**Nets reached from selected ports**

The bar under the picture is 20 µm long.
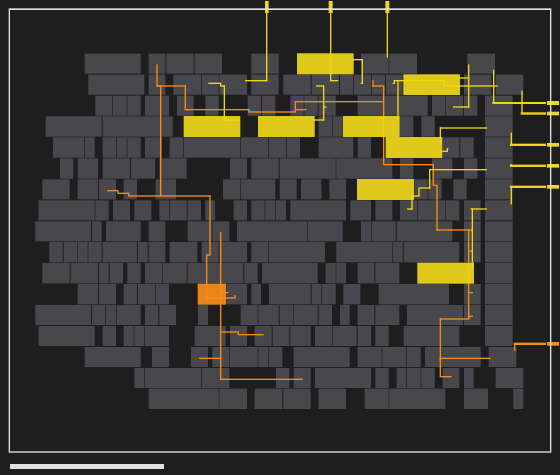
**Close-up of the layout**

The bar under the picture is 10 µm long. Window x 20 to 50, y 14 to 44 µm. Cells in grey, sequential cells in the stronger grey; small squares are vias.
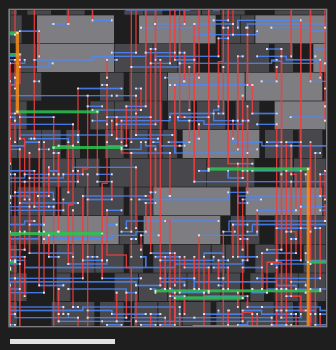
File: src/rtl/vga_timing_gen.sv
// VGA raster timing: pixel prescaler, h/v counters, active-area decode and
// sync/colour outputs registered one pixel behind x/y to cover the buffer read.
module vga_timing_gen #(
  parameter int   CLK_DIV  = 4,
  parameter int   H_ACTIVE = 640,
  parameter int   H_FP     = 16,
  parameter int   H_SYNC   = 96,
  parameter int   H_BP     = 48,
  parameter int   V_ACTIVE = 480,
  parameter int   V_FP     = 10,
  parameter int   V_SYNC   = 2,
  parameter int   V_BP     = 33,
  parameter logic SYNC_POL = 1'b0
) (
  input  logic       CLK_IN,
  input  logic       RESET,
  input  logic [7:0] memRGB,
  output logic [9:0] x,
  output logic [9:0] y,
  output logic       VIDEO_ON,
  output logic       FRAME_CLOCK,
  output logic       VGA_HS,
  output logic       VGA_VS,
  output logic [7:0] VGA_RGB
);

  localparam int PW = (CLK_DIV > 1) ? $clog2(CLK_DIV) : 1;
  localparam logic [PW-1:0] P_MAX = PW'(CLK_DIV - 1);

  localparam logic [9:0] H_ACT  = 10'(H_ACTIVE);
  localparam logic [9:0] H_LAST = 10'(H_ACTIVE + H_FP + H_SYNC + H_BP - 1);
  localparam logic [9:0] HS_BEG = 10'(H_ACTIVE + H_FP);
  localparam logic [9:0] HS_END = 10'(H_ACTIVE + H_FP + H_SYNC - 1);
  localparam logic [9:0] V_ACT  = 10'(V_ACTIVE);
  localparam logic [9:0] V_LAST = 10'(V_ACTIVE + V_FP + V_SYNC + V_BP - 1);
  localparam logic [9:0] V_FCL  = 10'(V_ACTIVE - 1);
  localparam logic [9:0] VS_BEG = 10'(V_ACTIVE + V_FP);
  localparam logic [9:0] VS_END = 10'(V_ACTIVE + V_FP + V_SYNC - 1);

  logic [PW-1:0] r_p;
  logic [9:0]    r_h, r_v;
  logic [7:0]    r_rgb;
  logic          r_hs, r_vs, r_fc;
  logic          w_tick, w_active, w_hs_win, w_vs_win;

  assign w_tick   = (r_p == P_MAX);
  assign w_active = (r_h < H_ACT) && (r_v < V_ACT);
  assign w_hs_win = (r_h >= HS_BEG) && (r_h <= HS_END);
  assign w_vs_win = (r_v >= VS_BEG) && (r_v <= VS_END);

  assign x           = w_active ? r_h : 10'd0;
  assign y           = w_active ? r_v : 10'd0;
  assign VIDEO_ON    = w_active;
  assign VGA_RGB     = r_rgb;
  assign VGA_HS      = r_hs;
  assign VGA_VS      = r_vs;
  assign FRAME_CLOCK = r_fc;

  always_ff @(posedge CLK_IN) begin
    if (RESET) begin
      r_p   <= '0;
      r_h   <= '0;
      r_v   <= '0;
      r_rgb <= 8'h00;
      r_hs  <= ~SYNC_POL;
      r_vs  <= ~SYNC_POL;
      r_fc  <= 1'b0;
    end else begin
      r_fc <= 1'b0;
      if (w_tick) begin
        r_p <= '0;
        // outputs capture the position being left, so they trail x/y by one pixel
        r_rgb <= w_active ? memRGB : 8'h00;
        r_hs  <= w_hs_win ? SYNC_POL : ~SYNC_POL;
        r_vs  <= w_vs_win ? SYNC_POL : ~SYNC_POL;
        r_fc  <= (r_h == H_LAST) && (r_v == V_FCL);
        if (r_h == H_LAST) begin
          r_h <= '0;
          r_v <= (r_v == V_LAST) ? 10'd0 : r_v + 10'd1;
        end else begin
          r_h <= r_h + 10'd1;
        end
      end else begin
        r_p <= r_p + PW'(1);
      end
    end
  end

endmodule

File: config.mk
export PLATFORM = sky130hd
export DESIGN_NAME = vga_timing_gen
export DESIGN_NICKNAME = d
export VERILOG_FILES = /design/src/rtl/vga_timing_gen.sv
export SDC_FILE = /design/constraint.sdc
export NUM_CORES = 1
export LEC_CHECK = 0
export CAP_MARGIN = 0
export CORE_ASPECT_RATIO = 0.8
export CORE_MARGIN = 3
export CORE_UTILIZATION = 52
export CTS_BUF_LIST = sky130_fd_sc_hd__clkbuf_16
export CTS_CLUSTER_SIZE = 14
export DETAILED_ROUTE_END_ITERATION = 10
export GPL_ROUTABILITY_DRIVEN = 0
export PLACE_DENSITY = 0.89
export RECOVER_POWER = 100
export REMOVE_ABC_BUFFERS = 1
export SYNTH_ARGS = -nofsm -noshare
export SYNTH_HDL_FRONTEND = slang
export SYNTH_SLANG_ARGS = --single-unit
File: constraint.sdc
create_clock -name CLK_IN -period 3.2 [get_ports CLK_IN]
set_clock_uncertainty 0.1 [all_clocks]
set_input_delay 0.64 -clock CLK_IN [delete_from_list [all_inputs] [get_ports CLK_IN]]
set_output_delay 0.64 -clock CLK_IN [all_outputs]
set_load 0.01 [all_outputs]
==> GITHUB_STEP_SUMMARY <==
### Flow metrics

| Metric | Value |
|---|---|
| Crit path from | `r_v[7]` |
| Cells on worst reg2reg path | `5` |
| IR drop worst, VDD | `390 µV` |
| Non-clock buffer count in the final layout | `45` |
| N_diodes | `0` |
| DP Cell Count | `275` |
| DRT iter0 DRCs | `137` |
| Max Clock Freq | `0.337 GHz` |
| Grt total ovfl | `0` |
| Non-CTS inverters | `6` |
| P_leak | `0.000828 µW` |
| Worst setup path end | `y[8]` |
| Clock network share of area | `6.15%` |
| Top class by area | `multi-input combinational cells` |
| R2r endpoint | `r_v[5]` |
| Status | `finished, final reports clean` |
| Final hold slack | `326 ps` |
| Crit share post-route | `92.8%` |
| Buffer share of cell area | `19.2%` |
| Setup violations, final | `0` |
| Non-Filler Instances | `283` |
| Combinational Area | `955 µm²` |
| Seq. cell area | `661 µm²` |
| Crit-path max FO | `14` |
| Via/cell ratio | `5.61` |
| Comb_multi_in | `153` |
| Clock Path Buffers | `2` |
| Post-DRT Antenna Nets | `0` |
| Setup TNS | `0 ps` |
About 'nets reached from selected ports':
Key: yellow = VGA_RGB [direction output, end cells 8, buffers 8, wire 144 µm]; orange = VIDEO_ON [direction output, end cells 1, buffers 2, wire 194 µm]
IO Pins: 42
Port Buf Inserts: 40

About 'close-up of the layout':
Key: orange = M4; green = M3; blue = M1; red = M2
81 logic cells have their middle in the window. Netlist names of flops here include VGA_RGB (4), r_h (2), r_p (2). Sequential cells in the window: 12. Most frequent: dfxtp_1 (12), nor3_1 (5).

critical path: stages (launching register included):
cell and delay, ps:
dfxtp_1 350, and4_1 300, nor3_2 350, buf_4 260
and2_0 150, clkdlybuf4s50_1 530
cells in the mapped netlist (all sizes together):
cell      n  area, µm²
dfxtp    33        661
nand3    20        100
and2     17        106
a21oi    16       80.1
clkbuf   15       58.8
nor3     13       65.1
nor2     11       41.3
nand2b   10       62.6
nor4      8       50.1
nand2     7       26.3
inv       6       22.5
xor2      6       52.6
ha        5       62.6
nand4     5       37.5
o21ai     4       20.0
xnor2     4       35.0
and3      3       18.8
nand4b    3       32.5
or3       3       18.8
and4      2       17.5
buf       2       12.5
nor2b     2       12.5
nor3b     2       15.0
nor4bb    2       20.0
a22oi     1       7.51
conb      1       3.75
mux2      1       11.3
mux2i     1       10.0
nand4bb   1       11.3
o21a      1       7.51
o221ai    1       8.76
o31ai     1       7.51
or2       1       6.26
or4       1       7.51
power groups by stage:
stage	combinational [µW]	sequential, µW	clock (µW)
after detailed placement	63.0	437	0
after global placement	61.6	436	0
final	60.2	428	447
after global routing	65.2	429	473
after floorplan	25.9	437	0
after CTS	63.5	428	449
routing by layer:
layer | global-route usage (%) | part of all wire (%) | routed length (µm)
met5 | 0 | 0 | 0
met4 | 10.7 | 0.55 | 22
met3 | 8.45 | 7.3 | 294
met2 | 32.6 | 47 | 1890
met1 | 25.8 | 45 | 1810
logic make-up after synthesis:
logic type | after synthesis | synth area share [%]
xor+xnor | 10 | 5.12
fa+ha+maj | 5 | 3.66
other cells | 1 | 0.219
simple gates | 111 | 38.0
flops | 33 | 38.6
buf+inv | 23 | 5.49
mux | 2 | 1.24
compound gates | 24 | 7.68
No activity file was given, so power comes from the tool's default toggle rates.
